===== config.mk =====
export PLATFORM = sky130hd
export DESIGN_NAME = sgmii_phy_init_flat
export DESIGN_NICKNAME = d
export VERILOG_FILES = /design/src/rtl/sgmii_phy_init_if.sv /design/src/rtl/sgmii_phy_init.sv /design/src/flat_wrapper.sv
export SDC_FILE = /design/constraint.sdc
export NUM_CORES = 1
export LEC_CHECK = 0
export CORE_MARGIN = 5
export CORE_UTILIZATION = 31
export CTS_BUF_LIST = sky130_fd_sc_hd__clkbuf_8
export CTS_CLUSTER_DIAMETER = 200
export DETAILED_ROUTE_END_ITERATION = 8
export GPL_TIMING_DRIVEN = 0
export SLEW_MARGIN = 20
export SYNTH_ARGS = -nofsm -noshare
export SYNTH_HDL_FRONTEND = slang
export SYNTH_SLANG_ARGS = --single-unit

===== constraint.sdc =====
create_clock -name clk -period 3.55 [get_ports clk]
set_clock_uncertainty 0.2 [all_clocks]
set_input_delay 0.355 -clock clk [delete_from_list [all_inputs] [get_ports clk]]
set_output_delay 0.355 -clock clk [all_outputs]
set_load 0.02 [all_outputs]

===== src/rtl/sgmii_phy_init_if.sv =====
// MDIO management bus between the PHY bring-up sequencer and the pad/PHY side.
// Pure signal bundle: no latency, no flow control.
// master drives mdc/mdio_o/mdio_oe, slave returns mdio_i.
interface sgmii_phy_init_if;
    logic mdc;
    logic mdio_o;
    logic mdio_oe;
    logic mdio_i;

    modport master (output mdc, output mdio_o, output mdio_oe, input mdio_i);
    modport slave  (input mdc, input mdio_o, input mdio_oe, output mdio_i);
endinterface


===== src/rtl/sgmii_phy_init.sv =====
// Brings up an SGMII PHY over MDIO, then releases the PCS and watches for receive sync.
// Latency: RESET_WAIT cycles + two write frames + read polls (64 MDC periods each, plus one idle period).
// No backpressure: frames are paced by the internal MDC divider; the FSM only moves on frame done.
module sgmii_phy_init #(
    parameter int         CLK_DIV      = 50,
    parameter logic [4:0] PHY_ADDR     = 5'h00,
    parameter int         RESET_WAIT   = 1250000,
    parameter int         LINK_TIMEOUT = 12500000
) (
    input  logic             clk,
    input  logic             reset,
    input  logic             eth_ready,
    output logic             pcs_reset,
    sgmii_phy_init_if.master mdio,
    output logic             init_done,
    output logic [3:0]       retry_cnt
);
    localparam int HALF = CLK_DIV / 2;
    localparam int DW   = $clog2(CLK_DIV);

    typedef enum logic [2:0] {RST_WAIT, WR_HWCFG, WR_CTRL, POLL, LINK_WAIT, LINK_UP} state_t;
    typedef enum logic [1:0] {F_IDLE, F_ACTIVE, F_GAP} fphase_t;

    state_t        state;
    logic [31:0]   wait_cnt;
    logic [3:0]    poll_cnt;
    logic [9:0]    drop_cnt;

    logic          frm_start;
    logic          frm_read;
    logic [4:0]    frm_reg;
    logic [15:0]   frm_wdata;
    logic          frm_done;
    logic [15:0]   rd_data;

    fphase_t       fphase;
    logic [DW-1:0] div_cnt;
    logic [5:0]    bit_idx;
    logic [63:0]   tx_sh;
    logic          is_read;
    logic [63:0]   frame;

    // Read frames carry 1s after REGAD; those bits are never driven since oe drops at TA.
    assign frame = frm_read ?
        {32'hFFFF_FFFF, 2'b01, 2'b10, PHY_ADDR, frm_reg, 18'h3FFFF} :
        {32'hFFFF_FFFF, 2'b01, 2'b01, PHY_ADDR, frm_reg, 2'b10, frm_wdata};

    always_ff @(posedge clk) begin
        if (reset) begin
            fphase       <= F_IDLE;
            div_cnt      <= '0;
            bit_idx      <= '0;
            tx_sh        <= '0;
            is_read      <= 1'b0;
            rd_data      <= '0;
            frm_done     <= 1'b0;
            mdio.mdc     <= 1'b0;
            mdio.mdio_o  <= 1'b1;
            mdio.mdio_oe <= 1'b0;
        end else begin
            frm_done <= 1'b0;
            case (fphase)
                F_IDLE: begin
                    if (frm_start) begin
                        fphase       <= F_ACTIVE;
                        div_cnt      <= '0;
                        bit_idx      <= '0;
                        is_read      <= frm_read;
                        tx_sh        <= {frame[62:0], 1'b1};
                        mdio.mdio_o  <= frame[63];
                        mdio.mdio_oe <= 1'b1;
                    end
                end
                F_ACTIVE: begin
                    div_cnt <= div_cnt + DW'(1);
                    if (div_cnt == DW'(HALF - 1)) begin
                        mdio.mdc <= 1'b1;
                        if (is_read && bit_idx >= 6'd48)
                            rd_data <= {rd_data[14:0], mdio.mdio_i};
                    end
                    // Falling MDC edge is the only point where mdio_o/oe move.
                    if (div_cnt == DW'(CLK_DIV - 1)) begin
                        div_cnt  <= '0;
                        mdio.mdc <= 1'b0;
                        if (bit_idx == 6'd63) begin
                            fphase       <= F_GAP;
                            mdio.mdio_oe <= 1'b0;
                            mdio.mdio_o  <= 1'b1;
                        end else begin
                            bit_idx     <= bit_idx + 6'd1;
                            mdio.mdio_o <= tx_sh[63];
                            tx_sh       <= {tx_sh[62:0], 1'b1};
                            if (is_read && bit_idx == 6'd45)
                                mdio.mdio_oe <= 1'b0;
                        end
                    end
                end
                F_GAP: begin
                    div_cnt <= div_cnt + DW'(1);
                    if (div_cnt == DW'(CLK_DIV - 1)) begin
                        div_cnt  <= '0;
                        fphase   <= F_IDLE;
                        frm_done <= 1'b1;
                    end
                end
                default: fphase <= F_IDLE;
            endcase
        end
    end

    always_ff @(posedge clk) begin
        if (reset) begin
            state     <= RST_WAIT;
            wait_cnt  <= '0;
            poll_cnt  <= '0;
            drop_cnt  <= '0;
            pcs_reset <= 1'b1;
            init_done <= 1'b0;
            retry_cnt <= '0;
            frm_start <= 1'b0;
            frm_read  <= 1'b0;
            frm_reg   <= '0;
            frm_wdata <= '0;
        end else begin
            frm_start <= 1'b0;
            case (state)
                RST_WAIT: begin
                    pcs_reset <= 1'b1;
                    init_done <= 1'b0;
                    if (wait_cnt == 32'(RESET_WAIT - 1)) begin
                        wait_cnt  <= '0;
                        state     <= WR_HWCFG;
                        frm_start <= 1'b1;
                        frm_read  <= 1'b0;
                        frm_reg   <= 5'h1B;
                        frm_wdata <= 16'h9084;
                    end else begin
                        wait_cnt <= wait_cnt + 32'd1;
                    end
                end
                WR_HWCFG: begin
                    if (frm_done) begin
                        state     <= WR_CTRL;
                        frm_start <= 1'b1;
                        frm_read  <= 1'b0;
                        frm_reg   <= 5'h00;
                        frm_wdata <= 16'h8140;
                    end
                end
                WR_CTRL: begin
                    if (frm_done) begin
                        state     <= POLL;
                        poll_cnt  <= '0;
                        frm_start <= 1'b1;
                        frm_read  <= 1'b1;
                        frm_reg   <= 5'h00;
                    end
                end
                POLL: begin
                    if (frm_done) begin
                        if (!rd_data[15]) begin
                            state     <= LINK_WAIT;
                            pcs_reset <= 1'b0;
                            wait_cnt  <= '0;
                        end else if (poll_cnt == 4'd15) begin
                            state     <= RST_WAIT;
                            wait_cnt  <= '0;
                            pcs_reset <= 1'b1;
                            if (retry_cnt != 4'hF)
                                retry_cnt <= retry_cnt + 4'd1;
                        end else begin
                            poll_cnt  <= poll_cnt + 4'd1;
                            frm_start <= 1'b1;
                            frm_read  <= 1'b1;
                            frm_reg   <= 5'h00;
                        end
                    end
                end
                LINK_WAIT: begin
                    pcs_reset <= 1'b0;
                    if (eth_ready) begin
                        state     <= LINK_UP;
                        init_done <= 1'b1;
                        drop_cnt  <= '0;
                    end else if (wait_cnt == 32'(LINK_TIMEOUT - 1)) begin
                        state     <= RST_WAIT;
                        wait_cnt  <= '0;
                        pcs_reset <= 1'b1;
                        if (retry_cnt != 4'hF)
                            retry_cnt <= retry_cnt + 4'd1;
                    end else begin
                        wait_cnt <= wait_cnt + 32'd1;
                    end
                end
                LINK_UP: begin
                    // Sync glitches shorter than 1024 cycles are filtered out.
                    if (eth_ready) begin
                        drop_cnt <= '0;
                    end else if (drop_cnt == 10'd1023) begin
                        state     <= LINK_WAIT;
                        init_done <= 1'b0;
                        wait_cnt  <= '0;
                        drop_cnt  <= '0;
                    end else begin
                        drop_cnt <= drop_cnt + 10'd1;
                    end
                end
                default: state <= RST_WAIT;
            endcase
        end
    end
endmodule


===== src/flat_wrapper.sv =====
// flat-port wrapper written by rule: the top's interface ports become plain ports
module sgmii_phy_init_flat 
#(
    parameter int         CLK_DIV      = 50,
    parameter logic [4:0] PHY_ADDR     = 5'h00,
    parameter int         RESET_WAIT   = 1250000,
    parameter int         LINK_TIMEOUT = 12500000
)
  (clk, reset, eth_ready, pcs_reset, init_done, retry_cnt, mdio_mdc, mdio_mdio_o, mdio_mdio_oe, mdio_mdio_i);
  sgmii_phy_init_if mdio_i ();
  input  logic clk;
  input  logic reset;
  input  logic eth_ready;
  output logic pcs_reset;
  output logic init_done;
  output logic [3:0] retry_cnt;
  output wire logic [$bits(mdio_i.mdc)-1:0] mdio_mdc;
  output wire logic [$bits(mdio_i.mdio_o)-1:0] mdio_mdio_o;
  output wire logic [$bits(mdio_i.mdio_oe)-1:0] mdio_mdio_oe;
  input wire logic [$bits(mdio_i.mdio_i)-1:0] mdio_mdio_i;
  assign mdio_mdc = mdio_i.mdc;
  assign mdio_mdio_o = mdio_i.mdio_o;
  assign mdio_mdio_oe = mdio_i.mdio_oe;
  assign mdio_i.mdio_i = mdio_mdio_i;
  sgmii_phy_init #(.CLK_DIV(CLK_DIV), .PHY_ADDR(PHY_ADDR), .RESET_WAIT(RESET_WAIT), .LINK_TIMEOUT(LINK_TIMEOUT)) u_core (.clk(clk), .reset(reset), .eth_ready(eth_ready), .pcs_reset(pcs_reset), .mdio(mdio_i), .init_done(init_done), .retry_cnt(retry_cnt));
endmodule

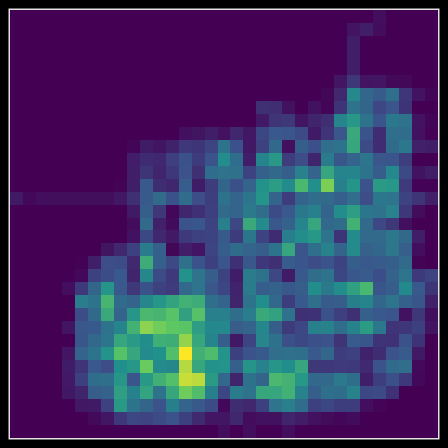
(images/wire_density.png)
33 x 33 tiles, from dark purple (low) to yellow (high), scaled to the fullest tile. Values are wire area over tile area, all layers added.
The emptiest ninth of the die: upper left. The mean over all tiles is 0.11. The densest ninth of the die: bottom center. 42% of the tiles are nearly empty. The fullest tile reaches 0.66.

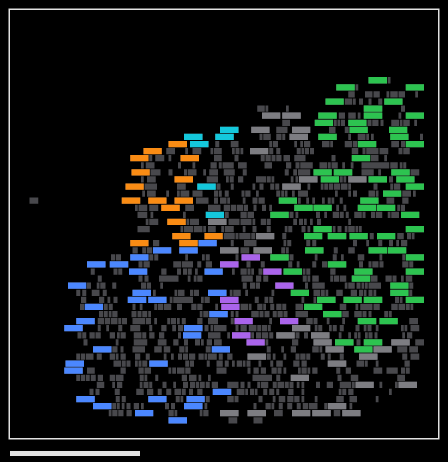
(images/registers.png)
Bar = 50 um.
Key: blue = `u_core.wait_cnt` [flops 32]; orange = `u_core.rd_data` [flops 16]; green = `u_core.tx_sh` [flops 64]; purple = `u_core.drop_cnt` [flops 10]; cyan = `u_core.div_cnt` [flops 6]
Another 32 sequential cells are not colored.

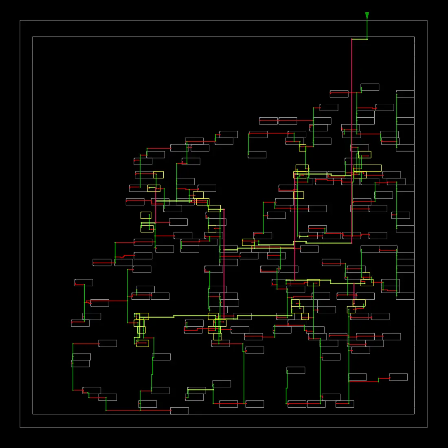
(images/final_clocks.png)
worst skew pair latency: 0.47 ns
TritonCTS Sinks: 160

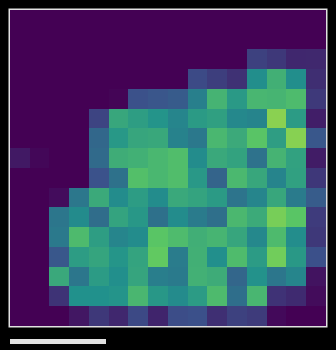
(images/density.png)
Bar = 50 um. 16 x 16 tiles, from dark purple (low) to yellow (high), 0 to 100% covered.
36% of the tiles are nearly empty. The mean over all tiles is 29%. 2.0% of the tiles are over 75% full. The emptiest ninth of the die: upper left. The densest ninth of the die: center.

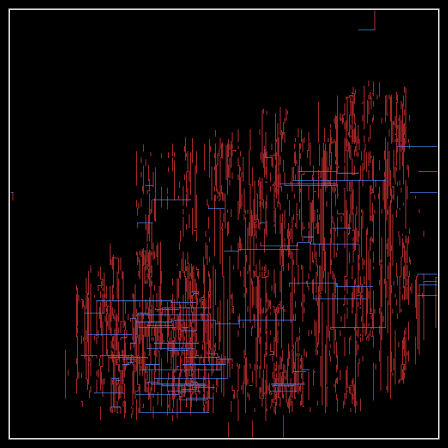
(images/metal_stack.png)
Two of the layers only.
Key: red = met2 [wire length 8970 um]; blue = met3 [wire length 968 um]

==> Changelog: implementation <==
## Implementation

- CP endpoint kind: flop
- Final setup fails: 0
- CTS H-Tree Depth: 4
- Vias in the first global route: 6174
- WP data arrival: 2.96 ns
- Ports: 13
- Post-route cell area: 8300 um^2
- Final Hold Vio Count: 0
- Chip area: 27000 um^2
- Area post-placement: 7900 um^2
- CTS tree: yes
- Syn Nets: 923
- Critical path startpoint category: flop
- Die height: 164 um
- CTS max path bufs: 2
- Flop pwr share: 0.500
- Clock power frac: 0.337
- Fmax: 359 MHz
- # DRC: 0
- Synth Area per Inst: 8.15 um^2
- FP Core Util: 0.315
- Global-route wire length before repair: 31900 um
- Worst reg2reg path startpoint: u_core.fphase[1]$_SDFFE_PP0P_
- Unrepaired setup endpoints after global routing: no
- Least-Margin Pin Slew: 1.05 ns
- Worst slew margin: 0.296
- Ys cells: 906
- Flops out of synthesis: 160
- Gr ovfl total: 0
- Via Count: 6743
- Max reg flops: 64
- Worst EP required: 3.72 ns
- Comb area: 3780 um^2
- Area delta synth->final: 12.4%
- CTS Buf Count: 17
- Status: complete, no violations
- Met1 Track Usage GR: 0.200
- Antenna violations before repair: 0
- Final TNS setup: 0 ns
- Synth Seq Share: 0.434
- Register area: 3200 um^2
- PwrDens: 490 nW/um^2
- DR vias/cell: 5.31
- HPWL after detailed placement: 13500 um
- Total GRT Usage: 0.146
- Placer congestion estimate: 0.922
- Most frequent logic cell in the layout: dfxtp_1
- Fill cells: 2499
- Largest net degree at the start of global routing: 18
- Post-layout period usage: 0.784
- Clock transition at the registers of the reported paths: 0.09 ns
- Post-layout util: 0.354
- Iteration-0 DRC Markers: 628
- Yosys stat chip area: 7380 um^2
- Dominant register cell: dfxtp_1
- Cts hold-fix bufs: 0
- PostCTS Resize Cnt: 0
- Fin. max-slew vios: 0
- Pint: 2.76 mW
- Post-layout min period: 2.78 ns
- GR Layer Usage met3: 0.0261
- Peak VDD IR: 0.240 mV
- Design Power: 4.07 mW
- Synth async-reset ratio: 0
- Grt peak-use layer: met2
- M2 GR Usage: 0.234
- Tool warnings: 32
- Cell area after synthesis: 7380 um^2
- Psw: 1.31 mW
- DRT Pass-1 Iters: 5
- Most common logic cells in the final layout: 160 x dfxtp_1, 107 x nor2_1, 74 x nand2_1, 65 x a21oi_1, 62 x nor3_1
- Biggest register: u_core.tx_sh
- Distinct lib cells used: 57
- Sw frac: 0.322
- Fin nets: 954
- CP startpoint: u_core.fphase[1]$_SDFFE_PP0P_
- Post-CTS setup buffer count: 0
- Max Cap Viol: 0
- Horiz. Die Dim: 164 um
- Synth Instances: 906
- Row Count: 56
- Count of library flops with an enable pin: 0
- ANT nets after route: 0
- CORE AREA: 23500 um^2
- Critical path class: reg2reg
- WL final: 19500 um
- HP Start: u_core.tx_sh[28]$_SDFFE_PP0P_
- Root buf cell: clkbuf_8
- Worst min-delay path class: reg2reg
- Worst Slack Setup Final: 0.766 ns
- Leakage power: 2.60 nW
- Comb pwr share: 0.163
- Critical Path Fanout Max: 10
- Pre-CTS setup slack: 0.493 ns
- Layout cells sized above 1: 0.0589
- ANT cells: 0
- Number of port buffers: 12
- Largest regs: u_core.tx_sh: 64 flops, u_core.wait_cnt: 32 flops, u_core.rd_data: 16 flops
- Wire length per cell: 15.3 um
- Synth warn: 0
## final timing paths
path	to	slack, ns	cells after the start
worst max-delay path	u_core.tx_sh[62]$_SDFFE_PP0P_	0.77	9
worst min-delay path	u_core.tx_sh[28]$_SDFFE_PP0P_	0.26	2
worst max register to register	u_core.tx_sh[62]$_SDFFE_PP0P_	0.77	9
worst min register to register	u_core.tx_sh[28]$_SDFFE_PP0P_	0.26	2
## logic make-up after synthesis
| family | after synthesis | share of synthesized area |
|---|---|---|
| AND/OR/NAND/NOR | 400 | 0.270 |
| AND-OR/OR-AND | 199 | 0.177 |
| flip-flops | 160 | 0.434 |
| buffers and inverters | 101 | 0.0537 |
| multiplexers | 22 | 0.0300 |
| adder cells (fa/ha/maj) | 13 | 0.0220 |
| XOR/XNOR | 11 | 0.0130 |
## cell usage after synthesis (7+ instances only)
cell	number	area (um^2)
a211oi_1	38	285
ha_1	13	163
xor2_1	7	61.3
o21ai_0	17	85.1
nand2_1	74	278
nor2b_1	12	75.1
a311oi_1	17	149
a22oi_1	8	60.1
mux2i_1	21	210
nand3_1	49	245
nor2_1	107	402
clkbuf_1	46	173
inv_1	37	139
nand4_1	35	219
or3_1	7	43.8
a31oi_1	24	150
nor4_1	13	81.3
nor3_1	62	310
a21oi_1	65	325
dfxtp_1	160	3200
buf_2	11	55.1
## per-layer routing
| metal | routed length, um | vias to the layer above |
|---|---|---|
| met3 | 967 | 22 |
| met2 | 8970 | 157 |
| met1 | 9250 | 3209 |
| met5 | 0 | - |
| met4 | 280 | 0 |
| li1 | - | 3355 |
## power groups by stage
| stage | logic, mW | registers [mW] | clock network [mW] |
|---|---|---|---|
| detailed placement | 0.662 | 2.07 | 0 |
| floorplan | 0.493 | 2.05 | 0 |
| finish | 0.663 | 2.03 | 1.37 |
| global placement | 0.656 | 2.07 | 0 |
| CTS | 0.665 | 2.03 | 1.41 |
| global route | 0.752 | 2.05 | 1.49 |
## through the flow
step | hold WS [ns] | std cells
after floorplan | 0.221 | 906
after global placement | 0.239 | 1237
after detailed placement | 0.245 | 1237
after CTS | 0.258 | 1269
after global routing | 0.276 | 1269
final | 0.258 | 1269
## critical path: stages (launching register included)
cell and delay (ns):
dfxtp_1 0.33, inv_1 0.10, ha_1 0.21, clkbuf_1 0.39, o2111a_1 0.29, o21a_1 0.17, buf_2 0.23, buf_1 0.44
nor2_1 0.08, a311oi_1 0.26
## layout make-up
class / instances / share of cell area
Clock inverter: 15 / 0.0197
Clock buffer: 17 / 0.0282
Sequential cell: 160 / 0.386
Inverter: 37 / 0.0167
Timing Repair Buffer: 12 / 0.0145
Multi-Input combinational cell: 645 / 0.456
Tap cell: 319 / 0.0481
Buffer: 64 / 0.0310
No activity file was given, so power comes from the tool's default toggle rates.
